### Routing congestion map, run 1

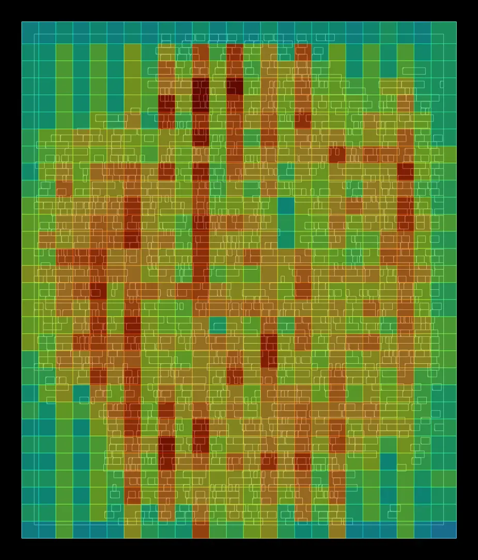
### Floorplan with the power grid, run 1

Pins as bars on the die edge. Tap cells in grey.
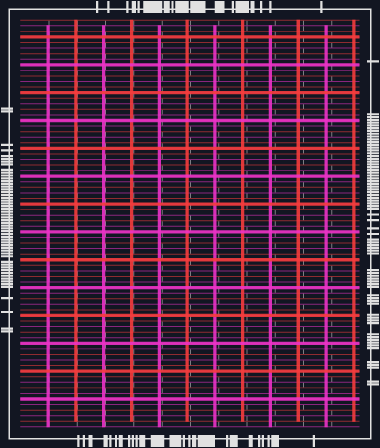
### Cells coloured by class, run 1

The bar under the picture is 50 µm long.
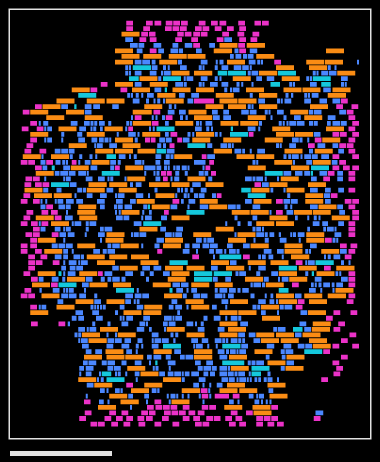
## src/rtl/alu_muldiv_seq.sv

```systemverilog
// Multi-cycle unsigned MULU (low word) / DIVU sequencer that borrows the shared EX-stage ALU.
// Optional macro MULDIV_EARLY_OUT_EN: MULU finishes as soon as the remaining multiplier bits are zero.
module alu_muldiv_seq #(
  parameter int unsigned ITER = 32
) (
  input  logic        clk,
  input  logic        rst,
  input  logic        start,
  input  logic        div,
  input  logic [31:0] a,
  input  logic [31:0] b,
  output logic        busy,
  output logic        done,
  output logic [31:0] result_lo,
  output logic [31:0] result_hi,
  output logic        div_by_zero,
  output logic        alu_sel,
  output logic [3:0]  alu_op,
  output logic [31:0] alu_a,
  output logic [31:0] alu_b,
  input  logic [31:0] alu_s
);

  localparam int unsigned W  = 32;
  localparam int unsigned CW = $clog2(ITER);

  localparam logic [3:0] OP_NONE = 4'b0000;
  localparam logic [3:0] OP_ADDU = 4'b0001;
  localparam logic [3:0] OP_SUBU = 4'b0011;
  localparam logic [3:0] OP_SLTU = 4'b0101;

  typedef enum logic [2:0] {
    S_IDLE,
    S_MUL,
    S_DCMP,
    S_DSUB,
    S_DONE
  } state_e;

  state_e        state_q;
  logic [CW-1:0] cnt_q;
  logic [W-1:0]  acc_q;
  logic [W-1:0]  mcand_q;
  logic [W-1:0]  mplier_q;
  logic [W-1:0]  rem_q;
  logic [W-1:0]  quo_q;
  logic [W-1:0]  dvsr_q;
  logic          ge_q;
  logic [W-1:0]  res_lo_q;
  logic [W-1:0]  res_hi_q;
  logic          dbz_q;

  logic [W:0]    r_d;
  logic [W-1:0]  acc_d;
  logic [W-1:0]  mplier_d;
  logic          last_d;
  logic          mul_end_d;

  // Shifted partial remainder; bit W is the carry-out that the 32-bit compare cannot see.
  assign r_d      = {rem_q, quo_q[W-1]};
  assign acc_d    = mplier_q[0] ? alu_s : acc_q;
  assign mplier_d = mplier_q >> 1;
  assign last_d   = (cnt_q == CW'(ITER - 1));

`ifdef MULDIV_EARLY_OUT_EN
  assign mul_end_d = last_d || (mplier_d == '0);
`else
  assign mul_end_d = last_d;
`endif

  assign busy        = (state_q != S_IDLE);
  assign done        = (state_q == S_DONE);
  assign alu_sel     = (state_q == S_MUL) || (state_q == S_DCMP) || (state_q == S_DSUB);
  assign result_lo   = res_lo_q;
  assign result_hi   = res_hi_q;
  assign div_by_zero = dbz_q;

  // ALU request decode
  always_comb begin
    alu_op = OP_NONE;
    alu_a  = '0;
    alu_b  = '0;
    case (state_q)
      S_MUL: begin
        alu_op = OP_ADDU;
        alu_a  = acc_q;
        alu_b  = mcand_q;
      end
      S_DCMP: begin
        alu_op = OP_SLTU;
        alu_a  = r_d[W-1:0];
        alu_b  = dvsr_q;
      end
      S_DSUB: begin
        alu_op = OP_SUBU;
        alu_a  = rem_q;
        alu_b  = dvsr_q;
      end
      default: ;
    endcase
  end

  always_ff @(posedge clk or posedge rst) begin
    if (rst) begin
      state_q  <= S_IDLE;
      cnt_q    <= '0;
      acc_q    <= '0;
      mcand_q  <= '0;
      mplier_q <= '0;
      rem_q    <= '0;
      quo_q    <= '0;
      dvsr_q   <= '0;
      ge_q     <= 1'b0;
      res_lo_q <= '0;
      res_hi_q <= '0;
      dbz_q    <= 1'b0;
    end else begin
      case (state_q)
        S_IDLE: begin
          if (start) begin
            dbz_q <= 1'b0;
            cnt_q <= '0;
            if (!div) begin
              acc_q    <= '0;
              mcand_q  <= a;
              mplier_q <= b;
`ifdef MULDIV_EARLY_OUT_EN
              if (b == '0) begin
                res_lo_q <= '0;
                res_hi_q <= '0;
                state_q  <= S_DONE;
              end else begin
                state_q  <= S_MUL;
              end
`else
              state_q  <= S_MUL;
`endif
            end else if (b == '0) begin
              res_lo_q <= '1;
              res_hi_q <= a;
              dbz_q    <= 1'b1;
              state_q  <= S_DONE;
            end else begin
              rem_q   <= '0;
              quo_q   <= a;
              dvsr_q  <= b;
              state_q <= S_DCMP;
            end
          end
        end
        S_MUL: begin
          acc_q    <= acc_d;
          mcand_q  <= mcand_q << 1;
          mplier_q <= mplier_d;
          cnt_q    <= cnt_q + CW'(1);
          if (mul_end_d) begin
            res_lo_q <= acc_d;
            res_hi_q <= '0;
            state_q  <= S_DONE;
          end
        end
        S_DCMP: begin
          rem_q   <= r_d[W-1:0];
          quo_q   <= {quo_q[W-2:0], 1'b0};
          ge_q    <= r_d[W] | ~alu_s[0];
          state_q <= S_DSUB;
        end
        S_DSUB: begin
          if (ge_q) begin
            rem_q    <= alu_s;
            quo_q[0] <= 1'b1;
          end
          cnt_q <= cnt_q + CW'(1);
          if (last_d) begin
            res_lo_q <= ge_q ? {quo_q[W-1:1], 1'b1} : quo_q;
            res_hi_q <= ge_q ? alu_s : rem_q;
            state_q  <= S_DONE;
          end else begin
            state_q  <= S_DCMP;
          end
        end
        S_DONE:  state_q <= S_IDLE;
        default: state_q <= S_IDLE;
      endcase
    end
  end

endmodule
```

## config.mk

```make
export PLATFORM = sky130hd
export DESIGN_NAME = alu_muldiv_seq
export DESIGN_NICKNAME = d
export VERILOG_FILES = /design/src/rtl/alu_muldiv_seq.sv
export SDC_FILE = /design/constraint.sdc
export NUM_CORES = 1
export LEC_CHECK = 0
export CORE_ASPECT_RATIO = 1.2
export CORE_MARGIN = 5
export CORE_UTILIZATION = 40
export CTS_CLUSTER_SIZE = 28
export DETAILED_ROUTE_END_ITERATION = 6
export PLACE_DENSITY_LB_ADDON = 0.25
export SETUP_SLACK_MARGIN = 0.5
export SLEW_MARGIN = 20
export SYNTH_ARGS = -nofsm -noshare
export SYNTH_HDL_FRONTEND = slang
export SYNTH_SLANG_ARGS = --single-unit
```

## constraint.sdc

```tcl
create_clock -name clk -period 10.3 [get_ports clk]
set_clock_uncertainty 0.15 [all_clocks]
set_input_delay 2.06 -clock clk [delete_from_list [all_inputs] [get_ports clk]]
set_output_delay 2.06 -clock clk [all_outputs]
set_load 0.01 [all_outputs]
```

==> CHANGELOG.md, run 1 <==
## Implementation

* Worst Setup End Kind: primary output
* Dpl cell area at 0.0158 mm²
* Routed WL at 43,200 µm
* Met1 Wirelength at 18,600 µm
* Final tally of hold violations at 0
* CP startpoint: state_q[0]$_DFFE_PP0P_
* Post-CTS setup buffers at 0
* Synthesized flop and latch total at 266
* Post-Place Worst Slack at 4.93 ns
* Yosys xor share at 0%
* Post-detail-place hpwl at 28,800 µm
* Worst-case clock buffer depth at 3
* GPL Wtd Cong at 0.825
* P&R area growth vs syn at 27.2%
* Sequential area share after synthesis at 50.4%
* DR top layer: met4
* N_diodes at 0
* Aoi share at 20.3%
* Post-CTS Hold Buffers at 0
* Outcome: finished, final reports clean
* Max_cap viols at 0
* # clock sinks at 266
* CTS resizes at 0
* IO Port Bufs at 234
* Vias after detailed routing at 10,900
* Crit path DAT at 3.70 ns
* Met3 Resource Use GR at 3.56%
* FP Core Util at 40.1%
* Starting DRT DRC Count at 977
* Yosys adder share at 0.190%
* Top cells excl fill/tap: dfrtp_1, clkdlybuf4s50_1, mux2i_1
* Site Rows at 73
* Power per Cell Area at 294 mW/mm²
* Final slew viol count at 0
* Met2 WL at 20,400 µm
* CTS tree: done
* Top cells by area, synth: dfrtp_1, mux2i_1, mux2_2, a221o_1, a22o_1
* Vias in the first global route at 10,900
* I/O pin total at 236
* Placeable Area at 0.0329 mm²
* Yosys warnings at 0
* First-pass GRT wire length at 66,400 µm
* Routed Antenna Nets at 0
* Mapped Area at 0.0132 mm²
* Clk Tree Root Cell: clkbuf_16
* Setup Crit Path Kind: flip-flop to primary output
About 'Routing congestion map':
post-layout util: 51.1%
busiest layer in global routing: met2

About 'Floorplan with the power grid':
VSS -> magenta
VDD -> red
rows = 73
met5 straps = 14
signal pins = 236
met4 straps = 12

About 'Cells coloured by class':
flip-flops -> orange  # cells 266, share of their area 41%
other buffers and delay cells -> magenta  # cells 255, share of their area 16%
all other logic -> blue  # cells 849, share of their area 38%
clock drivers and dummy loads -> cyan  # cells 52, share of their area 6.0%

[run 1: kinds of logic after synthesis]
kind of cell    Yosys count
other cells               1
mux                     192
flops                   266
simple gates            300
buf+inv                 123
compound gates          346
fa+ha+maj                 2
[run 1: how the worst min path moves through the flow]
stage                              from                  endpoint  slack (ns)
6_report       mplier_q[18]$_DFFE_PP0P_  mplier_q[18]$_DFFE_PP0P_        0.33
3_5_place_dp    div_by_zero$_DFFE_PP0P_   div_by_zero$_DFFE_PP0P_        0.32
3_3_place_gp   mplier_q[28]$_DFFE_PP0P_  mplier_q[28]$_DFFE_PP0P_        0.31
5_1_grt        mplier_q[29]$_DFFE_PP0P_  mplier_q[29]$_DFFE_PP0P_        0.36
2_1_floorplan  mplier_q[10]$_DFFE_PP0P_  mplier_q[10]$_DFFE_PP0P_        0.30
4_1_cts         div_by_zero$_DFFE_PP0P_   div_by_zero$_DFFE_PP0P_        0.33
[run 1: flip-flops by register name, indices dropped and copies added (netlist names)]
name and flops:
acc_q 32, cnt_q 5, div_by_zero 1, dvsr_q 32, ge_q 1, mcand_q 32
mplier_q 32, quo_q 32, rem_q 32, result_hi 32, result_lo 32, state_q 3
[run 1: worst max-delay path: cells and delay by family (launching register included)]
family | cells | cell delay, ns
AND-OR/OR-AND | 1 | 0.28
buffers and inverters | 4 | 2.22
flip-flops | 1 | 0.32
AND/OR/NAND/NOR | 2 | 0.29
[run 1: report_power, final]
group	switching, µW	total [µW]	internal [µW]	leakage, µW
Combinational	990	2070	1080	0.00380
Sequential	346	1800	1450	0.00330
Clock	422	1070	643	0.000485
[run 1: final cells by class]
class	count	area, µm²
clock inverter	5	75.1
sequential	266	6660
timing repair buffer	255	2530
tap	412	515
inverter	8	37.5
fill	2981	16100
multi-input combinational	841	6070
clock buffer	47	903
==> run 2: changes to the inputs <==
==> constraint.sdc (replaced) <==
create_clock -name clk -period 5.87 [get_ports clk]
set_clock_uncertainty 0.15 [all_clocks]
set_input_delay 1.174 -clock clk [delete_from_list [all_inputs] [get_ports clk]]
set_output_delay 1.174 -clock clk [all_outputs]
set_load 0.01 [all_outputs]
### Clock distribution, run 2

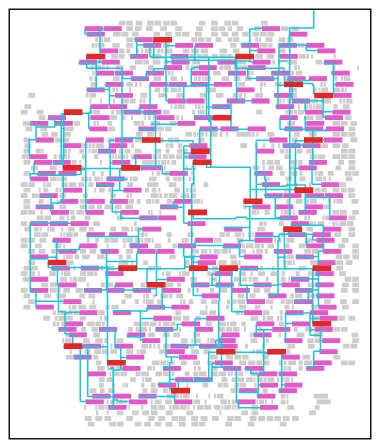
clock wires -> cyan  # length 3,780 µm
flip-flops -> magenta  # count 266
cells driving clock nets -> red  # count 29
routed clock nets = 30
flops lie = all over the die

==> CHANGELOG.md, run 2 <==
## Implementation

* Fill count at 3,028 (+1.6%)
* Clock power frac at 20.9% (-0.7 points)
* Comb power frac at 42.5% (+0.5 points)
* GPL Wtd Cong at 0.861 (+4.4%)
* Site Rows at 73 (unchanged)
* Placeable Area at 0.0329 mm² (unchanged)
* IO Port Bufs at 234 (unchanged)
* Top cells excl fill/tap: dfrtp_1, clkdlybuf4s50_1, mux2i_1
* Via density per instance at 5.87
* P&R area growth vs syn at 27.2% (about the same)
* Met1 Wirelength at 18,100 µm (-2.6%)
* Flip-flop and latch area at 0.00666 mm² (unchanged)
* Dpl cell area at 0.0159 mm² (+0.42%)
* I/O pin total at 236 (unchanged)
* Sequential area share after synthesis at 50.4% (unchanged)
* WP buf/inv at 2 (-2)
* Net Sw Frac at 36.2% (+0.59 points)
* CTS tree: done
* Top cells by area, synth: dfrtp_1, mux2i_1, mux2_2, a221o_1, a22o_1
* Ratio of cells with drive above 1 in the final layout at 12.7%
* Power share of the sequential group at 36.6% (about the same)
* Setup Crit Path Kind: flip-flop to primary output
* Crit path DAT at 3.29 ns (-0.41 ns)
* Post-Place Worst Slack at 1.65 ns (-3.27 ns)
* Mapped Area at 0.0132 mm² (unchanged)
* Cell family contributing the most delay on the critical path: simple AND/OR/NAND/NOR gates
* Die area at 0.0367 mm²
* Yosys warnings at 0 (unchanged)
* FP Core Util at 40.1% (unchanged)
* Sw power at 3110 µW (+77%)
* First-pass GRT wire length at 66,100 µm (-0.36%)
* Yosys xor share at 0% (unchanged)
* Outcome: finished, final reports clean
* DR top layer: met4
* Final tally of hold violations at 0 (unchanged)
* Yosys adder share at 0.190% (unchanged)
* Routed Antenna Nets at 0 (unchanged)
* Vias in the first global route at 10,900 (+0.57%)
* Starting DRT DRC Count at 1,009 (+3.3%)
* Worst Setup End Kind: primary output
* Internal at 5480 µW (+72%)
* Post-Place Cells at 1,787
* Power per Cell Area at 512 mW/mm² (+74%)
* Final slew viol count at 0 (unchanged)
* Vias after detailed routing at 10,800 (-0.97%)
* Max_cap viols at 0 (unchanged)
* Routed WL at 43,000 µm (-0.45%)
* Met2 WL at 21,300 µm (+4.4%)
* Logic area at 0.00607 mm² (unchanged)
* Aoi share at 20.3% (unchanged)
* Busiest layer in global routing: met2
* Avg Inst Size Synth at 10.7 µm²
### Routing congestion map, run 2

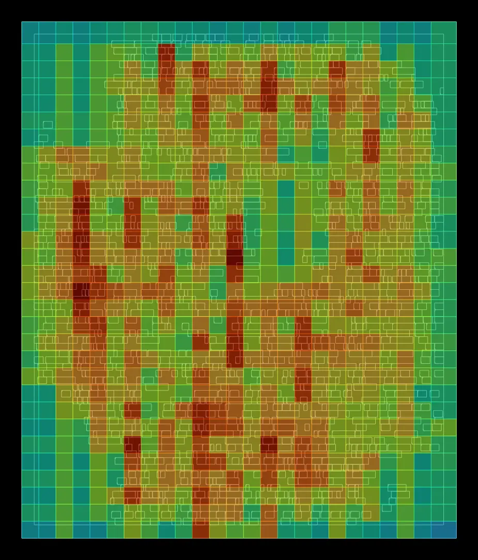
met1 usage: 30.4%
post-layout util: 51.1%
met3 Resource Use GR: 3.18%
Wirelength per Cell: 23.4 µm
global-route usage over all layers: 22.6%

[run 2: worst reg2reg max path, cell delays in order, from the launching register on]
cell and delay, ns:
dfrtp_4 0.75, nor2b_2 0.70, nand2b_1 0.38, inv_2 0.16
buf_4 0.57, nand2b_1 0.21, o221a_2 0.15
[run 2: logic make-up after synthesis]
logic type	Yosys count
other	1
and+or+nand+nor	300
adders and majority gates	2
buffers and inverters	123
DFF	266
AOI/OAI and AO/OA	346
muxes	192
[run 2: final timing paths]
path / start / to / slack, ns / depth (start not counted)
setup / recovery: state_q[1]$_DFFE_PP0P_ / alu_a[28] / 1.25 / 5
setup reg to reg: state_q[1]$_DFFE_PP0P_ / quo_q[18]$_DFFE_PP0P_ / 2.68 / 6
hold / removal: mplier_q[11]$_DFFE_PP0P_ / mplier_q[11]$_DFFE_PP0P_ / 0.33 / 2
max in group asynchronous: rst / state_q[1]$_DFFE_PP0P_ / 3.71 / 3
hold reg to reg: mplier_q[11]$_DFFE_PP0P_ / mplier_q[11]$_DFFE_PP0P_ / 0.33 / 2
min in group asynchronous: rst / result_lo[21]$_DFFE_PP0P_ / 1.00 / 3
[run 2: area by class of cell]
| cell class | count | area share [%] |
|---|---|---|
| antenna | 1 | 0.0149 |
| tap | 412 | 3.07 |
| inverter | 8 | 0.201 |
| sequential | 266 | 39.7 |
| multi-input combinational | 841 | 36.1 |
| timing repair buffer | 260 | 15.4 |
| clock buffer | 46 | 5.30 |
| clock inverter | 6 | 0.231 |
[run 2: power by group through the flow]
stage | logic, µW | registers, µW | clock network, µW
after detailed placement | 3680 | 3160 | 0
after CTS | 3690 | 3140 | 1830
after global placement | 3610 | 3140 | 0
after global routing | 3970 | 3230 | 1900
final | 3650 | 3150 | 1790
after floorplan | 2310 | 2980 | 0
==> run 3: changes to the inputs <==
==> constraint.sdc (replaced) <==
create_clock -name clk -period 4.6 [get_ports clk]
set_clock_uncertainty 0.15 [all_clocks]
set_input_delay 0.92 -clock clk [delete_from_list [all_inputs] [get_ports clk]]
set_output_delay 0.92 -clock clk [all_outputs]
set_load 0.01 [all_outputs]
### Floorplan with the power grid, run 3

Pins as bars on the die edge. Tap cells in grey.
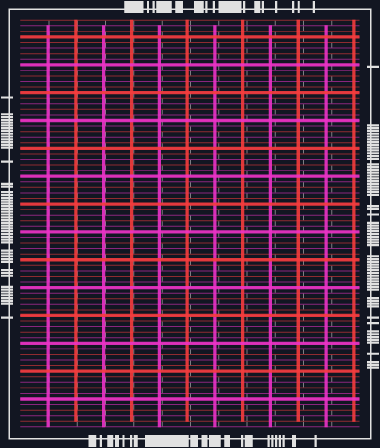
VDD -> red
VSS -> magenta
met5 straps = 14
signal pins = 236
met4 straps = 12

==> CHANGELOG.md, run 3 <==
## Implementation

* Routed Antenna Nets at 0 (unchanged)
* Power per Cell Area at 659 mW/mm² (+29%)
* Clk_lat worst skew at 0.54 ns
* Setup Crit Path Kind: flip-flop to primary output
* Post-Place Cells at 1,798 (+0.62%)
* Comb power frac at 40.7% (-1.8 points)
* CTS tree: done
* Vias in the first global route at 11,200 (+2.6%)
* Via density per instance at 5.87 (+0.10%)
* Worst r2r src: state_q[2]$_DFFE_PP0P_
* Gate Count Post-Synth at 1,230
* GPL Wtd Cong at 0.863 (+0.29%)
* Crit path DAT at 2.88 ns (-0.41 ns)
* N_diodes at 0 (-1)
* FP Core Util at 40.1% (unchanged)
* Post-layout util at 51.8% (+0.71 points)
* R2r worst-path depth at 6 (unchanged)
* Yosys xor share at 0% (unchanged)
* Top-area cell share at 50.4%
* Final tally of hold violations at 0 (unchanged)
* Worst rel slew slack at 49.4%
* Worst r2r dst: result_hi[7]$_DFFE_PP0P_
* Mapped Area at 0.0132 mm² (unchanged)
* Net Sw Frac at 35.7% (-0.53 points)
* Outcome: finished, final reports clean
* Final Worst Setup Slack at 0.651 ns
* Remaining Overflow, GRT at 0
* Yosys warnings at 0 (unchanged)
* Wirelength per Cell at 23.5 µm (+0.47%)
* Final slew viol count at 0 (unchanged)
* Starting DRT DRC Count at 1,122 (+11%)
* Nets@finish at 1,519
* Avg Inst Size Synth at 10.7 µm² (unchanged)
* Post-Place Worst Slack at 0.768 ns (-0.883 ns)
* IO Port Bufs at 234 (unchanged)
* Clock power frac at 22.4% (+1.5 points)
* DRC viols at 0
* Max_cap viols at 0 (unchanged)
* I/O pin total at 236 (unchanged)
* Critical path endpoint: alu_a[27]
* Synth Net Count at 1,332
* Required @ worst endpoint at 3.53 ns
* First-pass GRT wire length at 67,800 µm (+2.6%)
* Site Rows at 73 (unchanged)
* Synth mux share at 15.2%
* Flip-flop and latch area at 0.00667 mm² (about the same)
* Basic Gates by Area at 9.95%
* Yosys synthesis chip area at 0.0132 mm²
* Placeable Area at 0.0329 mm² (unchanged)
* Min Tclk post-route at 3.95 ns
* Worst Setup End Kind: primary output
* Register-to-register setup slack at 1.63 ns (-1.05 ns)
* Top cells excl fill/tap: dfrtp_1, clkdlybuf4s50_1, mux2i_1
* Logic area at 0.00607 mm² (about the same)
* Yosys adder share at 0.190% (unchanged)
* P&R area growth vs syn at 29.0%
* Aoi share at 20.3% (unchanged)
* Dpl cell area at 0.0160 mm² (+0.77%)
* Routed WL at 43,400 µm (+0.97%)
* CP startpoint: state_q[1]$_DFFE_PP0P_
* Ratio of cells with drive above 1 in the final layout at 13.6% (+0.96 points)
* CP Launch Type: flip-flop
* Chip width at 176 µm
* Die area at 0.0367 mm² (unchanged)
* Sequential area share after synthesis at 50.4% (unchanged)
* Top cells by area, synth: dfrtp_1, mux2i_1, mux2_2, a221o_1, a22o_1
* Sw power at 4000 µW (+29%)
* Setup TNS at 0 ns
* Vias after detailed routing at 10,900 (+0.59%)
* Internal at 7210 µW (+32%)
* Fill count at 2,923 (-3.5%)
* Power share of the sequential group at 36.9% (+0.3 points)
### Routing congestion map, run 3

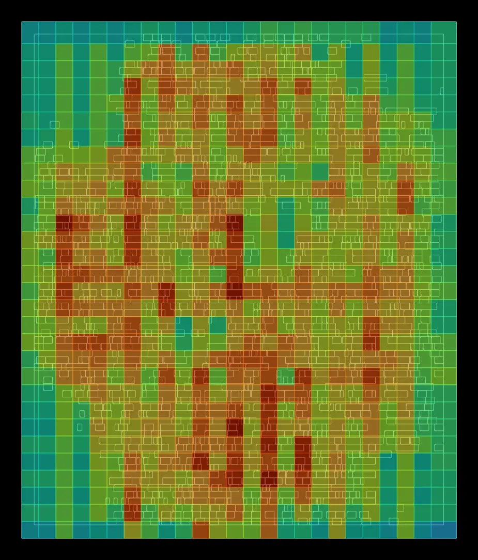
met2 usage: 39.0%
global-route usage over all layers: 23.1%

run 3: cell families (layout without fill, tap and decap cells):
kind of cell    after synthesis  after routing
mux                         192            192
compound gates              346            346
buf+inv                     123            330
other cells                   1              1
flops                       266            266
fa+ha+maj                     2              2
simple gates                300            300
run 3: layout make-up:
type / count / share of cell area [%]
clock buffers: 36 / 4.77
inverters: 8 / 0.198
flip-flops and latches: 266 / 39.2
repair buffers: 272 / 16.0
multi-input cells: 841 / 35.6
well taps: 412 / 3.03
clock inverters: 14 / 1.23
run 3: critical path: stages, from the launching register on:
cell	delay (ns)
dfrtp_4	0.68
buf_4	0.42
mux2_2	0.38
a22oi_1	0.27
nor2_1	0.07
clkdlybuf4s50_1	0.50
run 3: worst min path at each step:
stage	endpoint	cells past startpoint	start
after floorplan	mplier_q[10]$_DFFE_PP0P_	2	mplier_q[10]$_DFFE_PP0P_
after global placement	mplier_q[17]$_DFFE_PP0P_	2	mplier_q[17]$_DFFE_PP0P_
after detailed placement	mplier_q[25]$_DFFE_PP0P_	2	mplier_q[25]$_DFFE_PP0P_
after CTS	mplier_q[25]$_DFFE_PP0P_	2	mplier_q[25]$_DFFE_PP0P_
after global routing	mplier_q[26]$_DFFE_PP0P_	2	mplier_q[26]$_DFFE_PP0P_
final	mplier_q[25]$_DFFE_PP0P_	2	mplier_q[25]$_DFFE_PP0P_
run 3: per-layer routing:
metal / share of wire [%] / GRT usage (%) / vias up
li1: - / - / 4939
met1: 42 / 31.4 / 5423
met2: 49 / 39.0 / 429
met3: 6.1 / 3.11 / 66
met4: 2.5 / 6.16 / 0
met5: 0 / 0 / -
run 3: power groups by stage:
stage	logic [µW]	clock network, µW	registers [µW]
floorplan	2950	0	3800
global placement	4520	0	4140
detailed placement	4600	0	4160
CTS	4610	2550	4130
global route	4970	2640	4260
finish	4570	2510	4140

==> screenshots <==
Met4 routing.
Plate I
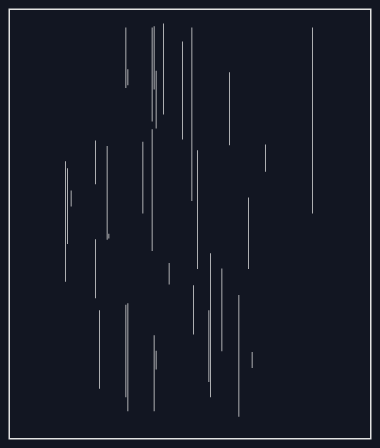
Plate II
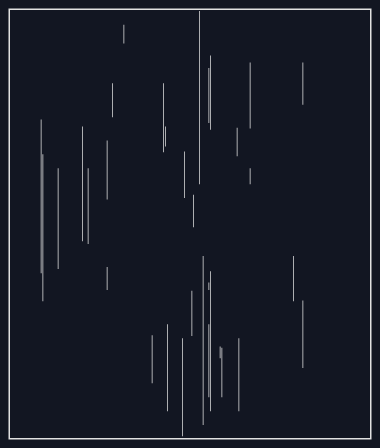
Plate III
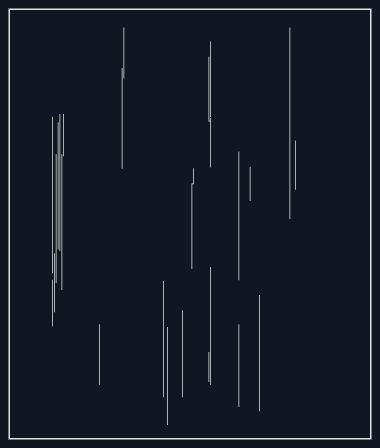
| from | picture |
|---|---|
| run 1 | Plate I |
| run 3 | Plate II |
| run 2 | Plate III |

Key to Plate II:
longest straight run = 84.3 µm
main direction = vertical

Power figures rest on the tool's default switching activity, not on a simulated workload.
